--- config.mk ---
export PLATFORM = sky130hd
export DESIGN_NAME = rv_fetch
export DESIGN_NICKNAME = d
export VERILOG_FILES = /design/src/rtl/rv_fetch.sv
export SDC_FILE = /design/constraint.sdc
export NUM_CORES = 1
export LEC_CHECK = 0
export CAP_MARGIN = 20
export CORE_MARGIN = 10
export CORE_UTILIZATION = 61
export DETAILED_ROUTE_END_ITERATION = 8
export HOLD_SLACK_MARGIN = 0.15
export PLACE_DENSITY_LB_ADDON = 0.3
export REMOVE_ABC_BUFFERS = 1
export SETUP_SLACK_MARGIN = 0.2
export SLEW_MARGIN = 20
export SYNTH_ARGS = -nofsm -noshare
export SYNTH_HDL_FRONTEND = slang
export SYNTH_SLANG_ARGS = --single-unit
--- constraint.sdc ---
create_clock -name clk_i -period 8.3 [get_ports clk_i]
set_clock_uncertainty 0.1 [all_clocks]
set_input_delay 1.245 -clock clk_i [delete_from_list [all_inputs] [get_ports clk_i]]
set_output_delay 1.245 -clock clk_i [all_outputs]
set_load 0.01 [all_outputs]
--- src/rtl/rv_fetch.sv ---
// rv_fetch: instruction fetch unit, the initiator side of the instruction memory.
// Issues sequential word fetches under a credit limit, remembers the PC of
// every in-flight request, buffers returned {pc, instr} pairs in a prefetch
// FIFO and hands them to decode over valid/ready. A redirect flushes the FIFO
// and marks every request still in flight as stale so its response is dropped.
module rv_fetch #(
    parameter int unsigned     XLEN            = 32,
    parameter int unsigned     FIFO_DEPTH      = 4,
    parameter int unsigned     MAX_OUTSTANDING = 4,
    parameter logic [XLEN-1:0] RESET_PC        = 32'h0000_0000
) (
    input  logic            clk_i,
    input  logic            rst_i,
    // instruction memory request/response
    output logic            instr_req_o,
    output logic [XLEN-1:0] instr_addr_o,
    input  logic            instr_rvalid_i,
    input  logic [XLEN-1:0] instr_rdata_i,
    // control-flow redirect
    input  logic            redirect_i,
    input  logic [XLEN-1:0] redirect_pc_i,
    // decode handshake
    output logic            fetch_valid_o,
    input  logic            fetch_ready_i,
    output logic [XLEN-1:0] fetch_instr_o,
    output logic [XLEN-1:0] fetch_pc_o
);

    localparam int unsigned FIFO_AW = $clog2(FIFO_DEPTH);
    localparam int unsigned CNT_W   = FIFO_AW + 1;
    localparam int unsigned OUT_W   = $clog2(MAX_OUTSTANDING) + 1;
    localparam int unsigned TAG_AW  = (MAX_OUTSTANDING > 1) ? $clog2(MAX_OUTSTANDING) : 1;
    localparam int unsigned SUM_W   = ((CNT_W > OUT_W) ? CNT_W : OUT_W) + 1;

    localparam logic [FIFO_AW-1:0] FIFO_LAST = FIFO_AW'(FIFO_DEPTH - 1);
    localparam logic [TAG_AW-1:0]  TAG_LAST  = TAG_AW'(MAX_OUTSTANDING - 1);

    // Registered state
    logic [XLEN-1:0]    pc_q,          pc_d;
    logic [FIFO_AW-1:0] fifo_wr_ptr_q, fifo_wr_ptr_d;
    logic [FIFO_AW-1:0] fifo_rd_ptr_q, fifo_rd_ptr_d;
    logic [CNT_W-1:0]   fifo_count_q,  fifo_count_d;
    logic [TAG_AW-1:0]  tag_wr_ptr_q,  tag_wr_ptr_d;
    logic [TAG_AW-1:0]  tag_rd_ptr_q,  tag_rd_ptr_d;
    logic [OUT_W-1:0]   outstanding_q, outstanding_d;
    logic [OUT_W-1:0]   discard_q,     discard_d;

    // Storage arrays (written only through their enables below)
    logic [XLEN-1:0] tag_pc_q     [MAX_OUTSTANDING];
    logic [XLEN-1:0] fifo_pc_q    [FIFO_DEPTH];
    logic [XLEN-1:0] fifo_instr_q [FIFO_DEPTH];

    // Per-cycle events
    logic             issue;
    logic             rsp_take;
    logic             rsp_drop;
    logic             fifo_push;
    logic             fifo_pop;
    logic             fifo_valid;
    logic [SUM_W-1:0] credit_used;

    // Redirect targets are word aligned; the two low bits are deliberately ignored.
    logic unused_redirect_lsbs;
    assign unused_redirect_lsbs = ^redirect_pc_i[1:0];

    function automatic logic [FIFO_AW-1:0] fifo_inc(input logic [FIFO_AW-1:0] ptr);
        return (ptr == FIFO_LAST) ? '0 : ptr + FIFO_AW'(1);
    endfunction

    function automatic logic [TAG_AW-1:0] tag_inc(input logic [TAG_AW-1:0] ptr);
        return (ptr == TAG_LAST) ? '0 : ptr + TAG_AW'(1);
    endfunction

    // Credit: every issued request already owns a FIFO slot, so a response can
    // always be stored and the memory never needs to be stalled.
    assign credit_used = SUM_W'(fifo_count_q) + SUM_W'(outstanding_q);

    assign issue = !rst_i && !redirect_i
                   && (outstanding_q < OUT_W'(MAX_OUTSTANDING))
                   && (credit_used < SUM_W'(FIFO_DEPTH));

    // A response with nothing in flight is a protocol error and is ignored.
    assign rsp_take   = instr_rvalid_i && (outstanding_q != '0);
    assign rsp_drop   = rsp_take && (discard_q != '0);
    assign fifo_valid = !rst_i && (fifo_count_q != '0);
    assign fifo_push  = rsp_take && !rsp_drop && !redirect_i;
    assign fifo_pop   = fifo_valid && fetch_ready_i && !redirect_i;

    // Outputs; the head is zeroed while the FIFO is empty so stale slots never show.
    assign instr_req_o   = issue;
    assign instr_addr_o  = pc_q;
    assign fetch_valid_o = fifo_valid;
    assign fetch_instr_o = fifo_valid ? fifo_instr_q[fifo_rd_ptr_q] : '0;
    assign fetch_pc_o    = fifo_valid ? fifo_pc_q[fifo_rd_ptr_q]    : '0;

    // Next-state logic for PC, in-flight tracking, stale-response discard and FIFO pointers.
    always_comb begin
        // NOTE: every _d starts from its _q value so no path through this block infers a latch.
        pc_d          = pc_q;
        fifo_wr_ptr_d = fifo_wr_ptr_q;
        fifo_rd_ptr_d = fifo_rd_ptr_q;
        fifo_count_d  = fifo_count_q;
        tag_wr_ptr_d  = tag_wr_ptr_q;
        tag_rd_ptr_d  = tag_rd_ptr_q;
        outstanding_d = outstanding_q;
        discard_d     = discard_q;

        // Fetch PC: redirect wins, otherwise advance one word per issued request.
        if (redirect_i) begin
            pc_d = {redirect_pc_i[XLEN-1:2], 2'b00};
        end else if (issue) begin
            pc_d = pc_q + XLEN'(4);
        end

        // In-flight tag queue: push PC on issue, pop on any accepted response.
        if (issue) begin
            tag_wr_ptr_d = tag_inc(tag_wr_ptr_q);
        end
        if (rsp_take) begin
            tag_rd_ptr_d = tag_inc(tag_rd_ptr_q);
        end

        unique case ({issue, rsp_take})
            2'b10:   outstanding_d = outstanding_q + OUT_W'(1);
            2'b01:   outstanding_d = outstanding_q - OUT_W'(1);
            default: outstanding_d = outstanding_q;
        endcase

        // Every request still in flight after a redirect edge belongs to the old stream.
        if (redirect_i) begin
            discard_d = outstanding_d;
        end else if (rsp_drop) begin
            discard_d = discard_q - OUT_W'(1);
        end

        // Prefetch FIFO: a redirect voids any same-cycle push or pop.
        if (redirect_i) begin
            fifo_wr_ptr_d = '0;
            fifo_rd_ptr_d = '0;
            fifo_count_d  = '0;
        end else begin
            if (fifo_push) begin
                fifo_wr_ptr_d = fifo_inc(fifo_wr_ptr_q);
            end
            if (fifo_pop) begin
                fifo_rd_ptr_d = fifo_inc(fifo_rd_ptr_q);
            end
            fifo_count_d = fifo_count_q + CNT_W'(fifo_push) - CNT_W'(fifo_pop);
        end
    end

    // Control state register with synchronous reset.
    always_ff @(posedge clk_i) begin
        // NOTE: sequential state uses non-blocking assignments so every flop samples pre-edge values.
        if (rst_i) begin
            pc_q          <= RESET_PC;
            fifo_wr_ptr_q <= '0;
            fifo_rd_ptr_q <= '0;
            fifo_count_q  <= '0;
            tag_wr_ptr_q  <= '0;
            tag_rd_ptr_q  <= '0;
            outstanding_q <= '0;
            discard_q     <= '0;
        end else begin
            pc_q          <= pc_d;
            fifo_wr_ptr_q <= fifo_wr_ptr_d;
            fifo_rd_ptr_q <= fifo_rd_ptr_d;
            fifo_count_q  <= fifo_count_d;
            tag_wr_ptr_q  <= tag_wr_ptr_d;
            tag_rd_ptr_q  <= tag_rd_ptr_d;
            outstanding_q <= outstanding_d;
            discard_q     <= discard_d;
        end
    end

    // Tag and FIFO payload storage, written on issue and on push.
    always_ff @(posedge clk_i) begin
        // NOTE: payload arrays are not reset; the counts and pointers alone decide what is valid.
        if (issue) begin
            tag_pc_q[tag_wr_ptr_q] <= pc_q;
        end
        if (fifo_push) begin
            fifo_pc_q[fifo_wr_ptr_q]    <= tag_pc_q[tag_rd_ptr_q];
            fifo_instr_q[fifo_wr_ptr_q] <= instr_rdata_i;
        end
    end

endmodule
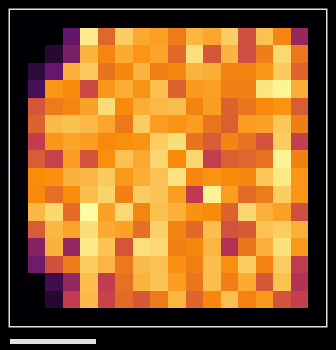
run_1/density.png
Scale bar: 50 um. The die is cut into 18 by 18 equal tiles; black is low, pale yellow is high, 0 to 100% covered.
nearly empty tiles: 23%
fullest tile: 100%
mean over tiles: 57%
tiles over 75% full: 42%
densest ninth of the die: centre

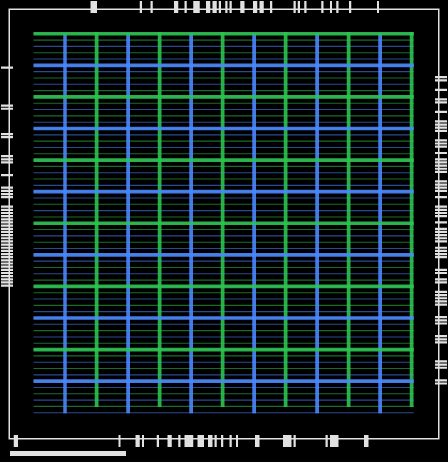
run_1/pdn.png
Scale bar: 50 um. Pins as bars on the die edge.
[green] VDD
[blue] VSS
met5 straps: 12
met1 rails: 61
rows: 60
met4 straps: 12
signal pins: 167

==> impl_metrics.json, run 1 <==
{
  "finalNonFillerCells": 1435,
  "ant_nets": 0,
  "ys_ff": 419,
  "hold_violations": 0,
  "route.detailed.drc": 0,
  "dieHeight_um": 184,
  "async_flop_share": 0,
  "synth-area-yosys_sq_um": 16500,
  "wl_mm": 33.5,
  "synth-simple-area-share": 0.0688,
  "gp_routability_congestion": 0.809,
  "synth.distinct_cells": 44,
  "max_slew_margin": 0.298,
  "min_from": "tag_rd_ptr_q[1]",
  "drv_slew": 0,
  "min_path_cells": 2,
  "yosys-stat-cells": 890,
  "synthTopCellsByCount": "edfxtp_1, mux4_2, and2_1",
  "worstMarginPinSlew_ns": 1.05,
  "grt_overflow": 0,
  "required_ns": 6.95,
  "status": "finished clean",
  "synth_area_leader_cell": "edfxtp_1",
  "cts_buffer_depth": 3,
  "cts_tree": "built",
  "syn_area_sq_um": 16500,
  "drtIter0Drc": 603,
  "max_cap_violations": 0,
  "synth-edff-count": 368,
  "cts_resized": 0,
  "fin_nets": 1150,
  "reg2regPathDepth": 5,
  "reg_top3": "fifo_instr_q (128), fifo_pc_q (120), tag_pc_q (120)",
  "ys_seq_frac": 0.733,
  "fmax_mhz": 190,
  "min_path_type": "flop to flop",
  "finalCriticalPeriod_ns": 5.27,
  "regMostFlops": "fifo_instr_q",
  "avgViaCountPerCell": 5.98,
  "drive_above_1_share": 0.163,
  "reg2reg_slack_ns": 4.98,
  "synth-main-ff-cell": "edfxtp_1",
  "synthAoiAreaFrac": 0.0204,
  "tool_warnings": 34,
  "topCellsByArea": "edfxtp_1, mux4_2, dfxtp_1, and2_1, xnor2_1",
  "critPathLaunchType": "input port",
  "dpl.cell_count": 1358,
  "htree_levels": 2,
  "ir_drop_mv": 0.208,
  "path_max_fanout": 18,
  "post_cts_buffers": 0,
  "grt_max_degree": 64,
  "die_w_um": 184,
  "synthAdderAreaFrac": 0.0161,
  "synth_warnings": 0,
  "leakagePower_nw": 6.39,
  "ys_top_logic_family": "multiplexers",
  "clk_transition_reported_paths_ns": 0.05,
  "netlist_instances": 890,
  "critPathArrivalTime_ns": 3.92,
  "grt_pass1_vias": 8896,
  "post_synth.cell_area_avg_sq_um": 18.5,
  "grt_pass1_wl_mm": 52.1,
  "setup_violations": 0,
  "die_area_sq_um": 34000,
  "cts_root_buf": "clkbuf_16",
  "reg2reg_to": "tag_pc_q[1][10]",
  "clk-insertion-delay-late_ns": 0.53,
  "finalCritPeriodShare": 0.635,
  "yosys.cell_count.top_type": "edfxtp_1",
  "largest_reg_flops": 128,
  "ys_sh_xor": 0.0175,
  "path_class": "input port to output pin",
  "fin_setup_tns_ns": 0,
  "pwr_density_cell_nw_per_um2": 253,
  "endpoint": "instr_req_o",
  "first_pass_iters": 4,
  "io_buffer_count": 160,
  "cts.sinks": 419,
  "wl_per_cell_um": 23.3,
  "grt_use_total": 0.201,
  "power_mw": 5.01,
  "mux_share": 0.128,
  "top_area_frac": 0.671,
  "r2r_start": "outstanding_q[2]",
  "n_fill_cell": 1550,
  "rsz0062_at_grt": "false",
  "crit_path_end_kind": "output pin",
  "vias": 8582,
  "startpoint": "redirect_i",
  "antenna_found_initial": 0,
  "cts_buffers": 42,
  "area_growth_syn_to_layout_pct": 20.5,
  "fp_util": 0.616,
  "holdBufCountCts": 0,
  "place_area_sq_um": 18400,
  "antenna_cells": 0,
  "io_pins": 167,
  "dp_hpwl_mm": 19.4
}
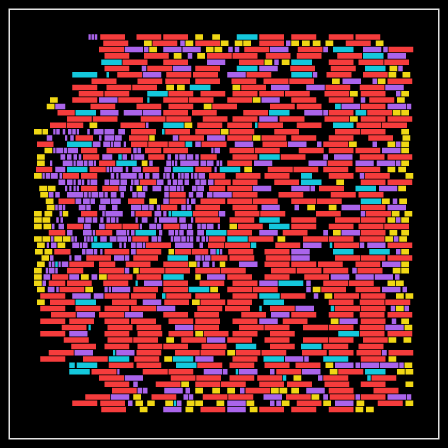
run_1/cell_classes.png
[cyan] clock drivers and dummy loads | cells: 77 | share of their area: 7.4%
[red] flip-flops | cells: 419 | share of their area: 62%
[purple] all other logic | cells: 429 | share of their area: 22%
[yellow] other buffers and delay cells | cells: 169 | share of their area: 8.6%
fin util: 0.743
total core area: 26700 sq um
fraction of area in registers: 0.609
row count: 60
Finished Cell Area: 19900 sq um

-- run 1: power by group --
group          internal (mW)  total, mW  switching (mW)
Sequential              2.48       2.56          0.0848
Clock                   1.16       1.91           0.745
Combinational          0.262      0.543           0.282
-- run 1: placed cells by master (no fill, tap or decap), types with 5 or more instances in the layout --
master and n:
nor2_1 37, a21oi_1 16, and2_1 70, inv_1 20, nand4_1 8, mux4_2 92
nand2_1 29, nor4_1 9, nor3_1 14, clkinv_1 9, and3_1 6, clkbuf_1 5
buf_4 9, a211oi_1 15, ha_1 18, dfxtp_1 47, xnor2_1 28, nand3_1 10
xor2_1 5, clkinv_2 6, edfxtp_1 368, clkdlybuf4s50_1 160, clkbuf_16 47
-- run 1: area by class of cell --
cell class,count,area [sq um],share of cell area
Tap cell,341,427,0.0215
Inverter,20,75.1,0.00378
Multi-Input combinational cell,409,4160,0.210
Clock buffer,54,1220,0.0616
Clock inverter,23,215,0.0108
Timing Repair Buffer,169,1670,0.0841
Sequential cell,419,12100,0.609
-- run 1: worst max-delay path: stages --
cell	delay (ns)
clkdlybuf4s50_1	0.72
nor2_1	0.52
nand3_1	0.54
inv_1	0.29
clkdlybuf4s50_1	0.60
-- run 1: metrics by stage --
| step | setup slack, ns | hold slack (ns) |
|---|---|---|
| final | 3.03 | 0.382 |
| after global routing | 2.87 | 0.427 |
| after detailed placement | 3.02 | 0.379 |
| after floorplan | 3.47 | 0.347 |
| after global placement | 3.14 | 0.369 |
| after CTS | 3.02 | 0.386 |
-- run 1: routing by layer --
| metal | up-vias | part of all wire | global-route usage |
|---|---|---|---|
| li1 | 3842 | - | - |
| met1 | 4377 | 0.40 | 0.251 |
| met2 | 302 | 0.51 | 0.337 |
| met3 | 61 | 0.067 | 0.0461 |
| met4 | 0 | 0.028 | 0.0747 |
| met5 | - | 0 | 0 |
==> run 2: changes to the inputs <==
--- a/config.mk
+++ b/config.mk
@@ -7,7 +7,7 @@
 export LEC_CHECK = 0
 export CAP_MARGIN = 20
 export CORE_MARGIN = 10
-export CORE_UTILIZATION = 61
+export CORE_UTILIZATION = 57
 export DETAILED_ROUTE_END_ITERATION = 8
 export HOLD_SLACK_MARGIN = 0.15
 export PLACE_DENSITY_LB_ADDON = 0.3
==> constraint.sdc (replaced) <==
create_clock -name clk_i -period 5.2 [get_ports clk_i]
set_clock_uncertainty 0.1 [all_clocks]
set_input_delay 0.78 -clock clk_i [delete_from_list [all_inputs] [get_ports clk_i]]
set_output_delay 0.78 -clock clk_i [all_outputs]
set_load 0.01 [all_outputs]
==> impl_metrics.json, run 2 <==
{
  "status": "finished clean",
  "htree_levels": 2,
  "cts.sinks": 419,
  "wl_per_cell_um": 22.2,
  "busiest_layer": "met2",
  "worstMarginPinSlew_ns": 1.05,
  "slowest_delay_ns": 0.89,
  "gp_routability_congestion": 0.811,
  "cts_buffer_depth": 3,
  "power_mw": 7.82,
  "pwr-share-seq": 0.523,
  "drtIter0Drc": 660,
  "synth.distinct_cells": 44,
  "fin_nets": 1154,
  "hold_slack_ns": 0.370,
  "antenna_found_initial": 0,
  "regMostFlops": "fifo_instr_q",
  "p_switching_mw": 1.72,
  "grt_overflow": 0,
  "io_pins": 167,
  "critPathArrivalTime_ns": 3.05,
  "rsz0062_at_grt": "false",
  "yosys-stat-cells": 890,
  "drv_slew": 0,
  "n_all_inverters": 20,
  "synth-area-yosys_sq_um": 16500,
  "yosys.cell_count.top_type": "edfxtp_1",
  "fin_setup_tns_ns": 0,
  "syn_area_sq_um": 16500,
  "dp_hpwl_mm": 19.6,
  "area_growth_syn_to_layout_pct": 20.4,
  "required_ns": 4.32,
  "cp_cell_sequence": "buf_4 -> mux4_2 -> and2_1 -> clkdlybuf4s50_1",
  "comb-cell-share": 0.210,
  "slowest_stage": "dfxtp_4",
  "buf_share": 0.0867,
  "top_area_frac": 0.671,
  "ys_seq_frac": 0.733,
  "synth-edff-count": 368,
  "io_buffer_count": 160,
  "grt_max_degree": 64,
  "ant_nets": 0,
  "vias": 8558,
  "grt_use_met2": 0.310,
  "ys_ff": 419,
  "wl_mm": 32.9,
  "cp_top_family": "buffers and inverters",
  "grt_pass1_vias": 8901,
  "n_fill_cell": 1781,
  "num-clock-buffers": 57,
  "final_common_cell": "edfxtp_1",
  "dominant_cells": "registers",
  "post_cts_buffers": 0,
  "crit_buf_inv": 2,
  "route.detailed.drc": 0,
  "drive_above_1_share": 0.158,
  "critPathLaunchType": "flop",
  "seq_cell_count": 419,
  "cts_buffers": 41,
  "path_max_fanout": 37,
  "die_area_sq_um": 36100,
  "max_slew_margin": 0.302,
  "hold_violations": 0,
  "layout_top_cells": "edfxtp_1, clkdlybuf4s50_1, mux4_2",
  "ir_drop_mv": 0.331,
  "fmax_mhz": 255,
  "reg_top3": "fifo_instr_q (128), fifo_pc_q (120), tag_pc_q (120)",
  "async_flop_share": 0,
  "synthTopCellsByCount": "edfxtp_1, mux4_2, and2_1",
  "n_all_buffers": 174,
  "min_path_type": "flop to flop",
  "flop_area_sq_um": 12100,
  "logic_gate_count": 409,
  "cts_root_buf": "clkbuf_16",
  "setup_violations": 0,
  "clk_transition_reported_paths_ns": 0.06,
  "seq_share": 0.609,
  "cts_tree": "built",
  "path_class": "flop to output pin",
  "p_comb_frac": 0.109
}
run 2: cell count changes in the layout (fill, tap and decap cells not counted), sizes merged:
cell	before	now
buf	9	14
clkbuf	54	57
clkinv	15	12
clkinvlp	3	0
run 2: power groups by stage:
stage                     sequential, mW  clock, mW  combinational (mW)
after global routing                4.12       3.07               0.946
final                               4.09       2.88               0.852
after CTS                           4.10       2.93               0.869
after global placement              4.15          0               0.842
after floorplan                     4.15          0               0.528
after detailed placement            4.17          0               0.863
run 2: per-layer routing:
metal	routed length, um	share of wire	vias to the layer above
li1	-	-	3849
met1	13500	0.41	4401
met4	696	0.021	2
met3	2100	0.064	52
met2	16500	0.50	254
met5	69	0.0021	-
run 2: path summary, 6_finish.rpt:
kind / slack, ns / cells past startpoint / endpoint / from
setup / recovery: 1.27 / 4 / fetch_instr_o[15] / flop
hold / removal: 0.37 / 2 / flop / tag_rd_ptr_q[1]
setup reg to reg: 2.07 / 5 / tag_pc_q[0][23] / outstanding_q[2]
hold reg to reg: 0.37 / 2 / flop / tag_rd_ptr_q[1]
run 2: logic make-up (layout without fill, tap and decap cells):
kind of cell	after synthesis	count (layout)	share of synthesized area
AOI/OAI and AO/OA	51	51	0.0204
xor gates and xnor gates	33	33	0.0175
adders and majority gates	20	20	0.0161
buffers and inverters	65	268	0.0162
DFF	419	419	0.733
muxes	95	95	0.128
other	1	4	0.000228
and+or+nand+nor	206	206	0.0688
run 2: stage by stage:
stage               instances  cell area (sq um)  worst slack, ns
floorplan                 848              16300            0.836
global placement         1406              18500             1.43
detailed placement       1406              18500             1.43
CTS                      1480              19800             1.18
global route             1480              19800             1.04
finish                   1480              19800             1.27
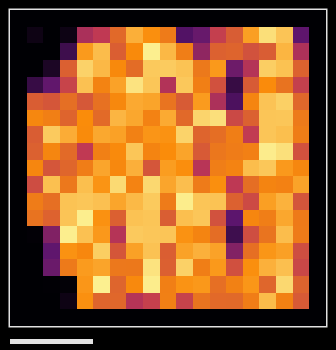
run_2/density.png
Scale bar: 50 um. The die is cut into 19 by 19 equal tiles; black is low, pale yellow is high, 0 to 100% covered.
densest ninth of the die: centre
fullest tile: 97%
tiles over 75% full: 33%
nearly empty tiles: 23%
fin util: 0.693
initial core utilization: 0.575
total core area: 28600 sq um

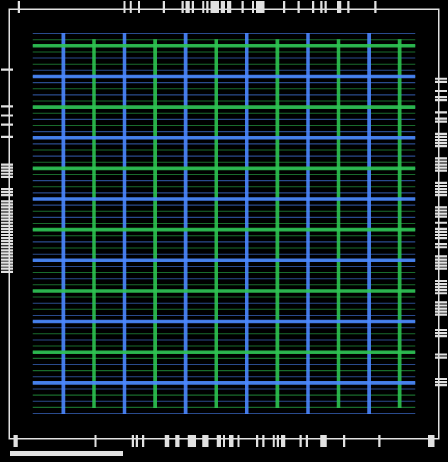
run_2/pdn.png
Scale bar: 50 um. Pins as bars on the die edge.
[green] VDD
[blue] VSS
met4 straps: 12
met5 straps: 12
met1 rails: 63
rows: 62

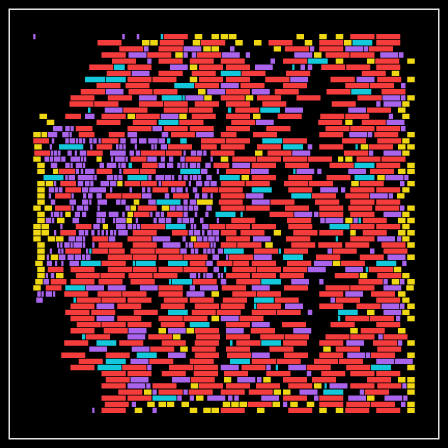
run_2/cell_classes.png
[cyan] clock drivers and dummy loads | cells: 74 | share of their area: 6.8%
[purple] all other logic | cells: 429 | share of their area: 22%
[yellow] other buffers and delay cells | cells: 174 | share of their area: 8.9%
[red] flip-flops | cells: 419 | share of their area: 62%

==> run 3: changes to the inputs <==
==> constraint.sdc (replaced) <==
create_clock -name clk_i -period 4.1 [get_ports clk_i]
set_clock_uncertainty 0.1 [all_clocks]
set_input_delay 0.615 -clock clk_i [delete_from_list [all_inputs] [get_ports clk_i]]
set_output_delay 0.615 -clock clk_i [all_outputs]
set_load 0.01 [all_outputs]
==> impl_metrics.json, run 3 <==
{
  "status": "finished clean",
  "p_comb_frac": 0.108,
  "min_path_type": "flop to flop",
  "ys_ff": 419,
  "fin_nets": 1164,
  "post_synth.cell_area_avg_sq_um": 18.5,
  "reg2reg_to": "discard_q[1]",
  "yosys-stat-cells": 890,
  "ys_seq_frac": 0.733,
  "regMostFlops": "fifo_instr_q",
  "top_layer": "met4",
  "cts_root_buf": "clkbuf_16",
  "cts_buffer_depth": 3,
  "endpoint": "instr_req_o",
  "grt_use_total": 0.183,
  "drtIter0Drc": 594,
  "grt_pass1_vias": 8828,
  "cp_top_family": "buffers and inverters",
  "pre_cts_ws_ns": 0.792,
  "cp.depth": 5,
  "gp_routability_congestion": 0.856,
  "die_w_um": 190,
  "ant_nets": 0,
  "rsz0062_at_grt": "false",
  "holdBufCountCts": 0,
  "p_switching_mw": 2.24,
  "crit_path_end_kind": "output pin",
  "swShare": 0.227,
  "pwr-share-clk": 0.363,
  "io_pins": 167,
  "clk-insertion-delay-late_ns": 0.53,
  "cts.sinks": 419,
  "hold_slack_ns": 0.383,
  "finalCritPeriodShare": 0.892,
  "synth-edff-count": 368,
  "avgViaCountPerCell": 5.72,
  "startpoint": "outstanding_q[2]",
  "fin_ws_ns": 0.443,
  "synth_area_leader_cell": "edfxtp_1",
  "cts_tree": "built",
  "synthTopCellsByCount": "edfxtp_1, mux4_2, and2_1",
  "fmax_mhz": 273,
  "critPathLaunchType": "flop",
  "synth-main-ff-cell": "edfxtp_1",
  "hold_violations": 0,
  "leakagePower_nw": 6.42,
  "async_flop_share": 0,
  "netlist_instances": 890,
  "critPathArrivalTime_ns": 2.94,
  "reg2reg_slack_ns": 1.07,
  "power_mw": 9.88,
  "max_slew_margin": 0.348,
  "m1WireLength_mm": 13.7,
  "layout_top_cells": "edfxtp_1, clkdlybuf4s50_1, mux4_2",
  "cts_buffers": 41,
  "clk_transition_reported_paths_ns": 0.06,
  "max_cap_violations": 0,
  "row_count": 62,
  "grt_overflow": 0,
  "wl_mm": 33.1,
  "grt_use_met1": 0.241,
  "vias": 8534,
  "finalCriticalPeriod_ns": 3.66,
  "core_area_sq_um": 28600,
  "met3WireLength_mm": 1.97,
  "antenna_found_initial": 0,
  "slowest_delay_ns": 0.58,
  "r2r_start": "outstanding_q[2]",
  "finalNonFillerCells": 1491,
  "area_growth_syn_to_layout_pct": 21.3,
  "place_area_sq_um": 18700,
  "setup_violations": 0,
  "dieHeight_um": 190,
  "tool_warnings": 34,
  "fp_util": 0.575,
  "pwr_density_cell_nw_per_um2": 495,
  "antenna_cells": 0,
  "top_area_frac": 0.671,
  "route.met2.wl_mm": 16.6,
  "dpl.cell_count": 1416,
  "crit_buf_inv": 2,
  "post_cts_buffers": 0,
  "ir_drop_mv": 0.263,
  "grt_max_degree": 64,
  "required_ns": 3.38,
  "drv_slew": 0,
  "cp_cell_sequence": "ha_1 -> nor4_4 -> nand3_1 -> inv_1 -> clkdlybuf4s50_1",
  "route.detailed.drc": 0,
  "internal_power_mw": 7.64,
  "pwr-share-seq": 0.528,
  "fin_setup_tns_ns": 0,
  "yosys.cell_count.top_type": "edfxtp_1",
  "reg2regPathDepth": 10,
  "synth-area-yosys_sq_um": 16500,
  "dp_hpwl_mm": 21.2,
  "path_class": "flop to output pin",
  "first_pass_iters": 5,
  "grt_pass1_wl_mm": 51.3,
  "drive_above_1_share": 0.173,
  "path_max_fanout": 11,
  "topCellsByArea": "edfxtp_1, mux4_2, dfxtp_1, and2_1, xnor2_1",
  "htree_levels": 2,
  "cts_resized": 0,
  "largest_reg_flops": 128,
  "synth.distinct_cells": 44,
  "io_buffer_count": 160,
  "final_common_cell": "edfxtp_1",
  "syn_area_sq_um": 16500,
  "reg_top3": "fifo_instr_q (128), fifo_pc_q (120), tag_pc_q (120)",
  "synth_warnings": 0,
  "slowest_stage": "clkdlybuf4s50_1",
  "die_area_sq_um": 36100,
  "worstMarginPinSlew_ns": 0.977
}
## run 3: cell counts after synthesis
No cell type changed its count.
## run 3: worst register-to-register path, stage by stage, from the launching register on
cell	delay, ns
dfxtp_1	0.48
ha_1	0.32
nor4_4	0.32
nand3_1	0.46
ha_1	0.41
inv_1	0.07
fa_1	0.40
nor2_1	0.11
a21oi_1	0.05
nor2_1	0.12
o22a_1	0.14
## run 3: final cells by class
class	instances	area, sq um
Clock inverter	16	126
Timing Repair Buffer	184	1870
Sequential cell	419	12100
Clock buffer	59	1190
Multi-Input combinational cell	409	4160
Fill cell	1809	8640
Inverter	20	75.1
Tap cell	384	480
## run 3: cell families after synthesis
kind of cell               share of synthesized area
DFF                                            0.733
AOI/OAI and AO/OA                             0.0204
and+or+nand+nor                               0.0688
muxes                                          0.128
buffers and inverters                         0.0162
other                                       0.000228
xor gates and xnor gates                      0.0175
adders and majority gates                     0.0161
## run 3: worst min path at each step
stage	startpoint	to	slack, ns	cells past startpoint
after CTS	tag_rd_ptr_q[1]	flop	0.39	2
after global placement	tag_rd_ptr_q[1]	flop	0.36	2
after detailed placement	tag_rd_ptr_q[1]	flop	0.38	2
after global routing	tag_rd_ptr_q[1]	flop	0.42	2
after floorplan	tag_rd_ptr_q[1]	flop	0.35	2
final	tag_rd_ptr_q[1]	flop	0.38	2
## run 3: power by group through the flow
stage / Combinational [mW] / Clock, mW / Sequential (mW)
3_5_place_dp: 1.08 / 0 / 5.32
2_1_floorplan: 0.670 / 0 / 5.26
4_1_cts: 1.09 / 3.64 / 5.23
3_3_place_gp: 1.05 / 0 / 5.30
5_1_grt: 1.18 / 3.84 / 5.26
6_report: 1.07 / 3.59 / 5.22
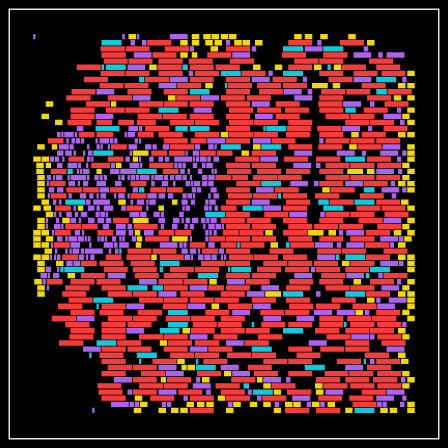
run_3/cell_classes.png
[purple] all other logic | cells: 429 | share of their area: 22%
[yellow] other buffers and delay cells | cells: 184 | share of their area: 9.6%
[cyan] clock drivers and dummy loads | cells: 75 | share of their area: 6.7%
[red] flip-flops | cells: 419 | share of their area: 62%
fraction of area in registers: 0.605
fin util: 0.698
Finished Cell Area: 20000 sq um

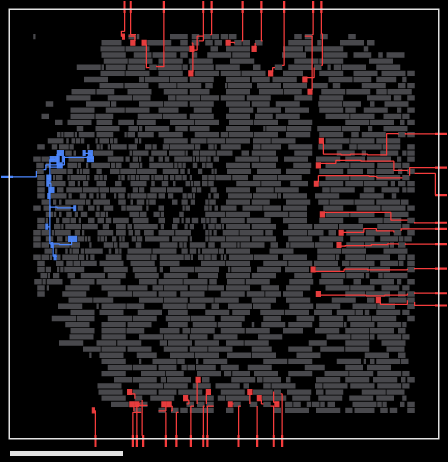
run_3/port_nets.png
Scale bar: 50 um.
[blue] `redirect_i` | bits: 1 | direction: input | edge: left | end cells: 18 | buffers: 2 | wire: 132 um
[red] `fetch_pc_o` | bits: 32 | direction: output | edge: 13 bottom, 10 top, 9 right | end cells: 32 | buffers: 30 | wire: 945 um

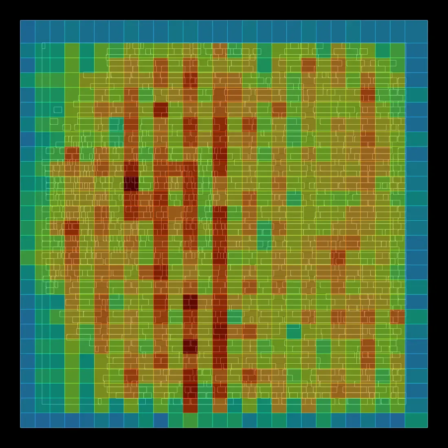
run_3/final_congestion.png
GR Util met3: 0.0359
M2 GR Usage: 0.303
layer with the highest usage: met2
routed len/inst: 22.2 um

Power is estimated from default activity; no workload was simulated.
